`src/rtl/unswitch_fifo_pkg.sv`:
```
// Shared definitions for the un-swap FIFO and its read-path operand switch.
// The tag encoding must match the operand switch that produced the pairs.
package unswitch_fifo_pkg;

    localparam logic SEL_STRAIGHT = 1'b0;  // operands passed through unchanged
    localparam logic SEL_SWAP     = 1'b1;  // operands were exchanged by the producer

endpackage

```
`src/rtl/unswitch_fifo_if.sv`:
```
// Handshake bundle between producer/consumer (master) and the un-swap FIFO (slave).
interface unswitch_fifo_if #(
    parameter int P_WIDTH = 32,
    parameter int DEPTH   = 4
);
    localparam int ADDR_W = $clog2(DEPTH);

    logic               flush;
    logic               in_valid;
    logic               in_ready;
    logic [P_WIDTH-1:0] in_a;
    logic [P_WIDTH-1:0] in_b;
    logic               in_sel;
    logic               out_valid;
    logic               out_ready;
    logic [P_WIDTH-1:0] out_a;
    logic [P_WIDTH-1:0] out_b;
    logic               out_sel;
    logic [ADDR_W:0]    count;
    logic               overflow;

    modport master (
        output flush, in_valid, in_a, in_b, in_sel, out_ready,
        input  in_ready, out_valid, out_a, out_b, out_sel, count, overflow
    );

    modport slave (
        input  flush, in_valid, in_a, in_b, in_sel, out_ready,
        output in_ready, out_valid, out_a, out_b, out_sel, count, overflow
    );

endinterface

```
`src/rtl/unswitch_fifo_switch.sv`:
```
// Operand switch: exchanges the two operands when the tag says they were swapped.
// Used on the FIFO read path to restore program order.
module switch
    import unswitch_fifo_pkg::*;
#(
    parameter int P_WIDTH = 32
) (
    input  logic               sel,
    input  logic [P_WIDTH-1:0] ain,
    input  logic [P_WIDTH-1:0] bin,
    output logic [P_WIDTH-1:0] aout,
    output logic [P_WIDTH-1:0] bout
);

    assign aout = (sel == SEL_SWAP) ? bin : ain;
    assign bout = (sel == SEL_SWAP) ? ain : bin;

endmodule

```
`src/rtl/unswitch_fifo.sv`:
```
// First-word-fall-through FIFO holding swapped operand pairs with their swap tag.
// The head entry is un-swapped combinationally, so the consumer sees pairs back in
// the producer's original operand order.
module unswitch_fifo
    import unswitch_fifo_pkg::*;
#(
    parameter int P_WIDTH = 32,
    parameter int DEPTH   = 4
) (
    input  logic           clk,
    input  logic           rst_n,
    unswitch_fifo_if.slave bus
);

    localparam int ADDR_W = $clog2(DEPTH);
    localparam logic [ADDR_W:0] FULL_COUNT = (ADDR_W+1)'(DEPTH);

    typedef struct packed {
        logic               sel;
        logic [P_WIDTH-1:0] a;
        logic [P_WIDTH-1:0] b;
    } entry_t;

    entry_t            mem [DEPTH];
    entry_t            head;
    logic [ADDR_W-1:0] wr_ptr;
    logic [ADDR_W-1:0] rd_ptr;
    logic [ADDR_W:0]   count;
    logic              overflow;
    logic              in_ready;
    logic              out_valid;
    logic              push;
    logic              pop;

    // Full/empty come from the occupancy counter alone; pointers just wrap.
    assign in_ready  = (count != FULL_COUNT);
    assign out_valid = (count != '0);
    assign push      = bus.in_valid && in_ready;
    assign pop       = out_valid && bus.out_ready;

    // Storage write at the tail; a flush cycle drops the incoming pair.
    // NOTE: storage has no reset -- contents are only observable while out_valid=1,
    // and every readable slot was written first, so resetting the array buys nothing.
    always_ff @(posedge clk) begin
        if (push && !bus.flush) begin
            mem[wr_ptr] <= '{sel: bus.in_sel, a: bus.in_a, b: bus.in_b};
        end
    end

    // Pointer and occupancy update; flush outranks push/pop, reset outranks flush.
    // NOTE: non-blocking assignments so every register samples pre-edge values,
    // which keeps push and pop at the same edge consistent with each other.
    always_ff @(posedge clk or negedge rst_n) begin
        if (!rst_n) begin
            wr_ptr <= '0;
            rd_ptr <= '0;
            count  <= '0;
        end else if (bus.flush) begin
            wr_ptr <= '0;
            rd_ptr <= '0;
            count  <= '0;
        end else begin
            if (push) wr_ptr <= wr_ptr + ADDR_W'(1);
            if (pop)  rd_ptr <= rd_ptr + ADDR_W'(1);
            if (push && !pop)      count <= count + (ADDR_W+1)'(1);
            else if (pop && !push) count <= count - (ADDR_W+1)'(1);
        end
    end

    // Sticky overflow: a producer offered data while the FIFO was full.
    always_ff @(posedge clk or negedge rst_n) begin
        if (!rst_n) begin
            overflow <= 1'b0;
        end else if (bus.in_valid && !in_ready) begin
            overflow <= 1'b1;
        end
    end

    assign head = mem[rd_ptr];

    switch #(.P_WIDTH(P_WIDTH)) u_unswap (
        .sel  (head.sel),
        .ain  (head.a),
        .bin  (head.b),
        .aout (bus.out_a),
        .bout (bus.out_b)
    );

    assign bus.in_ready  = in_ready;
    assign bus.out_valid = out_valid;
    assign bus.out_sel   = head.sel;
    assign bus.count     = count;
    assign bus.overflow  = overflow;

endmodule

```
`src/flat_wrapper.sv`:
```
// flat-port wrapper written by rule: the top's interface ports become plain ports
module unswitch_fifo_flat import unswitch_fifo_pkg::*;
#(
    parameter int P_WIDTH = 32,
    parameter int DEPTH   = 4
)
  (clk, rst_n, bus_flush, bus_in_valid, bus_in_a, bus_in_b, bus_in_sel, bus_out_ready, bus_in_ready, bus_out_valid, bus_out_a, bus_out_b, bus_out_sel, bus_count, bus_overflow);
  unswitch_fifo_if #(.P_WIDTH(P_WIDTH), .DEPTH(DEPTH)) bus_i ();
  input  logic clk;
  input  logic rst_n;
  input wire logic [$bits(bus_i.flush)-1:0] bus_flush;
  input wire logic [$bits(bus_i.in_valid)-1:0] bus_in_valid;
  input wire logic [$bits(bus_i.in_a)-1:0] bus_in_a;
  input wire logic [$bits(bus_i.in_b)-1:0] bus_in_b;
  input wire logic [$bits(bus_i.in_sel)-1:0] bus_in_sel;
  input wire logic [$bits(bus_i.out_ready)-1:0] bus_out_ready;
  output wire logic [$bits(bus_i.in_ready)-1:0] bus_in_ready;
  output wire logic [$bits(bus_i.out_valid)-1:0] bus_out_valid;
  output wire logic [$bits(bus_i.out_a)-1:0] bus_out_a;
  output wire logic [$bits(bus_i.out_b)-1:0] bus_out_b;
  output wire logic [$bits(bus_i.out_sel)-1:0] bus_out_sel;
  output wire logic [$bits(bus_i.count)-1:0] bus_count;
  output wire logic [$bits(bus_i.overflow)-1:0] bus_overflow;
  assign bus_i.flush = bus_flush;
  assign bus_i.in_valid = bus_in_valid;
  assign bus_i.in_a = bus_in_a;
  assign bus_i.in_b = bus_in_b;
  assign bus_i.in_sel = bus_in_sel;
  assign bus_i.out_ready = bus_out_ready;
  assign bus_in_ready = bus_i.in_ready;
  assign bus_out_valid = bus_i.out_valid;
  assign bus_out_a = bus_i.out_a;
  assign bus_out_b = bus_i.out_b;
  assign bus_out_sel = bus_i.out_sel;
  assign bus_count = bus_i.count;
  assign bus_overflow = bus_i.overflow;
  unswitch_fifo #(.P_WIDTH(P_WIDTH), .DEPTH(DEPTH)) u_core (.clk(clk), .rst_n(rst_n), .bus(bus_i));
endmodule
```
`config.mk`:
```
export PLATFORM = sky130hd
export DESIGN_NAME = unswitch_fifo_flat
export DESIGN_NICKNAME = d
export VERILOG_FILES = /design/src/rtl/unswitch_fifo_pkg.sv /design/src/rtl/unswitch_fifo_if.sv /design/src/rtl/unswitch_fifo_switch.sv /design/src/rtl/unswitch_fifo.sv /design/src/flat_wrapper.sv
export SDC_FILE = /design/constraint.sdc
export NUM_CORES = 1
export LEC_CHECK = 0
export ABC_AREA = 1
export CAP_MARGIN = 10
export CORE_MARGIN = 2
export CORE_UTILIZATION = 50
export DETAILED_ROUTE_END_ITERATION = 8
export MAX_ROUTING_LAYER = met4
export PLACE_DENSITY = 0.88
export REMOVE_ABC_BUFFERS = 1
export SETUP_SLACK_MARGIN = 0.05
export SYNTH_ARGS = -nofsm -noshare
export SYNTH_HDL_FRONTEND = slang
export SYNTH_SLANG_ARGS = --single-unit
```
`constraint.sdc`:
```
create_clock -name clk -period 3.9 [get_ports clk]
set_input_delay 0.585 -clock clk [delete_from_list [all_inputs] [get_ports clk]]
set_output_delay 0.585 -clock clk [all_outputs]
set_load 0.01 [all_outputs]
```
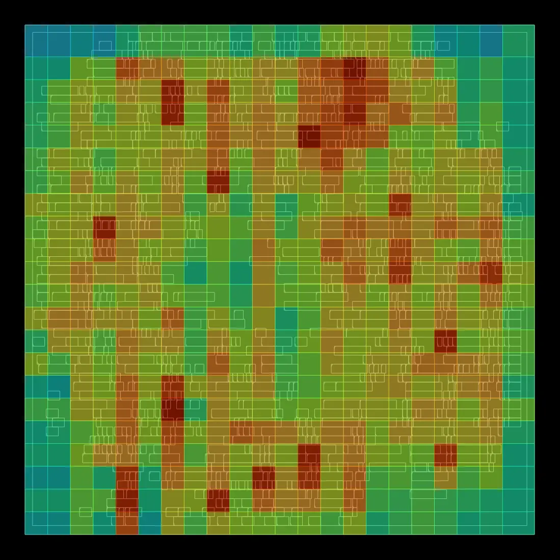
**Above:** routing congestion.
met1 GRT Util: 0.252
routing usage on met3: 0.0339
DR WL/cell: 17.0 µm

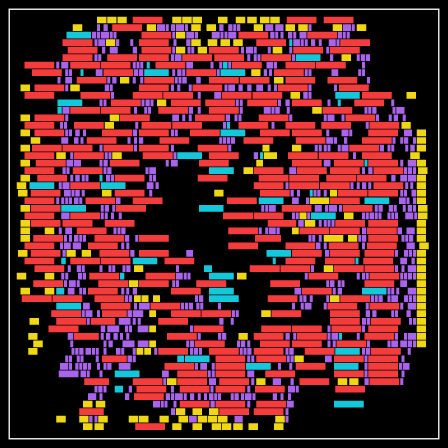
**Above:** cells coloured by class.
| class | colour | cells |
|---|---|---|
| flops | red | 268 |
| clock drivers and dummy loads | cyan | 49 |
| other buffers and delay cells | yellow | 157 |
| combinational and other logic | purple | 647 |
num rows: 55
CORE AREA: 22400 µm²
fin util: 0.616
post-layout instance area: 13800 µm²
flop share of the area: 0.580

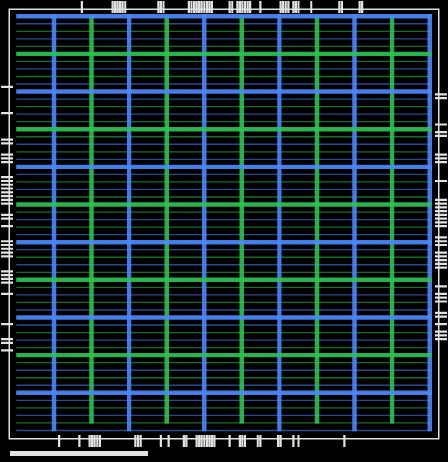
**Above:** PDN straps and rails.
Scale bar: 50 µm. Pins as bars on the die edge.
| net | colour |
|---|---|
| VDD | green |
| VSS | blue |
rows: 55
met5 straps: 11
met4 straps: 11
met1 rails: 56

==> flow_summary.yaml <==
# implementation run metrics
worst_setup_path:
  required_ps: 3310
  critPathSlowestCell: "clkdlybuf4s50_1"
  r2r-end: "u_core.bus.count[2]"
  cp_slowest_stage_delay_ps: 570
  rrSetupSlack_ps: 1740
  worstSetupStartpointType: "flop"
  critPathKind: "reg2out"
  cp-endpoint: "bus_out_b[23]"
  r2r_cells: 12
  r2r_start: "u_core.bus.count[1]"
  cp_cell_sequence: "inv_4 -> nand2_1 -> nand2_1 -> nand2_1 -> and2_4 -> clkinv_2 -> clkbuf_8 -> nand2_1 -> o21ai_2 -> clkdlybuf4s50_1"
  cp_common_cell: "nand2_1"
global_route:
  met2_usage: 0.365
  grt_pass1_vias: 7518
  grt_pass1_wl_um: 38100
  antenna_found_initial: 1
timing:
  fin_crit_ps: 3640
  finClkSkew_ps: 18.0
  whs_ps: 395
  tns_ps: 0
  relSlewSlack: 0.471
  hold_viol: 0
detailed_routing:
  wl_um: 23900
  wl_met2_um: 12400
  viasPerCell: 5.35
  ant_nets: 0
  drt_iter0_markers: 466
  route.layer.met1.wl_um: 9690
layout:
  layout_top_cell: "nand2_1"
  layout-drive-gt1-share: 0.0821
floorplan:
  io_pins: 141
  floorplan.core_util: 0.505
power_and_ir_drop:
  top_power_group: "registers"
  internal_power_mw: 5.84
  pg_clk_mw: 2.42
  leakagePower_nw: 5.04
  combPwrFrac: 0.301
  pg_comb_mw: 2.50
  p_clk_frac: 0.291
status:
  outcome: "completed"
place:
  dpl_worst_slack_ps: 647
synth:
  top_cell_area_share: 0.689
  ys_ff: 268
  syn_inst: 972
  edf_count: 260
clock_tree:
  cts.path.max_buffers: 3
  cts.sinks: 268
  clockRootBuffer: "clkbuf_16"
job:
  tool_warnings: 31
  drv_cap: 0
cells by family after synthesis:
family | after synthesis | synth area share
compound gates | 197 | 0.110
simple gates | 363 | 0.122
fa+ha+maj | 5 | 0.00618
buf+inv | 138 | 0.0543
xor+xnor | 1 | 0.000773
flops | 268 | 0.706
layout make-up:
cell class / count / area, µm² / area share
diodes: 1 / 2.50 / 0.000181
clock buffers: 34 / 702 / 0.0508
clock inverters: 15 / 133 / 0.00960
inverters: 81 / 308 / 0.0223
multi-input cells: 566 / 2740 / 0.198
flip-flops and latches: 268 / 8010 / 0.580
well taps: 285 / 357 / 0.0258
repair buffers: 157 / 1560 / 0.113
worst max-delay path, delay by kind of cell (launching register included):
family / cells / cell delay [ps]
buf+inv: 4 / 1280
flops: 1 / 510
simple gates: 5 / 600
compound gates: 1 / 80
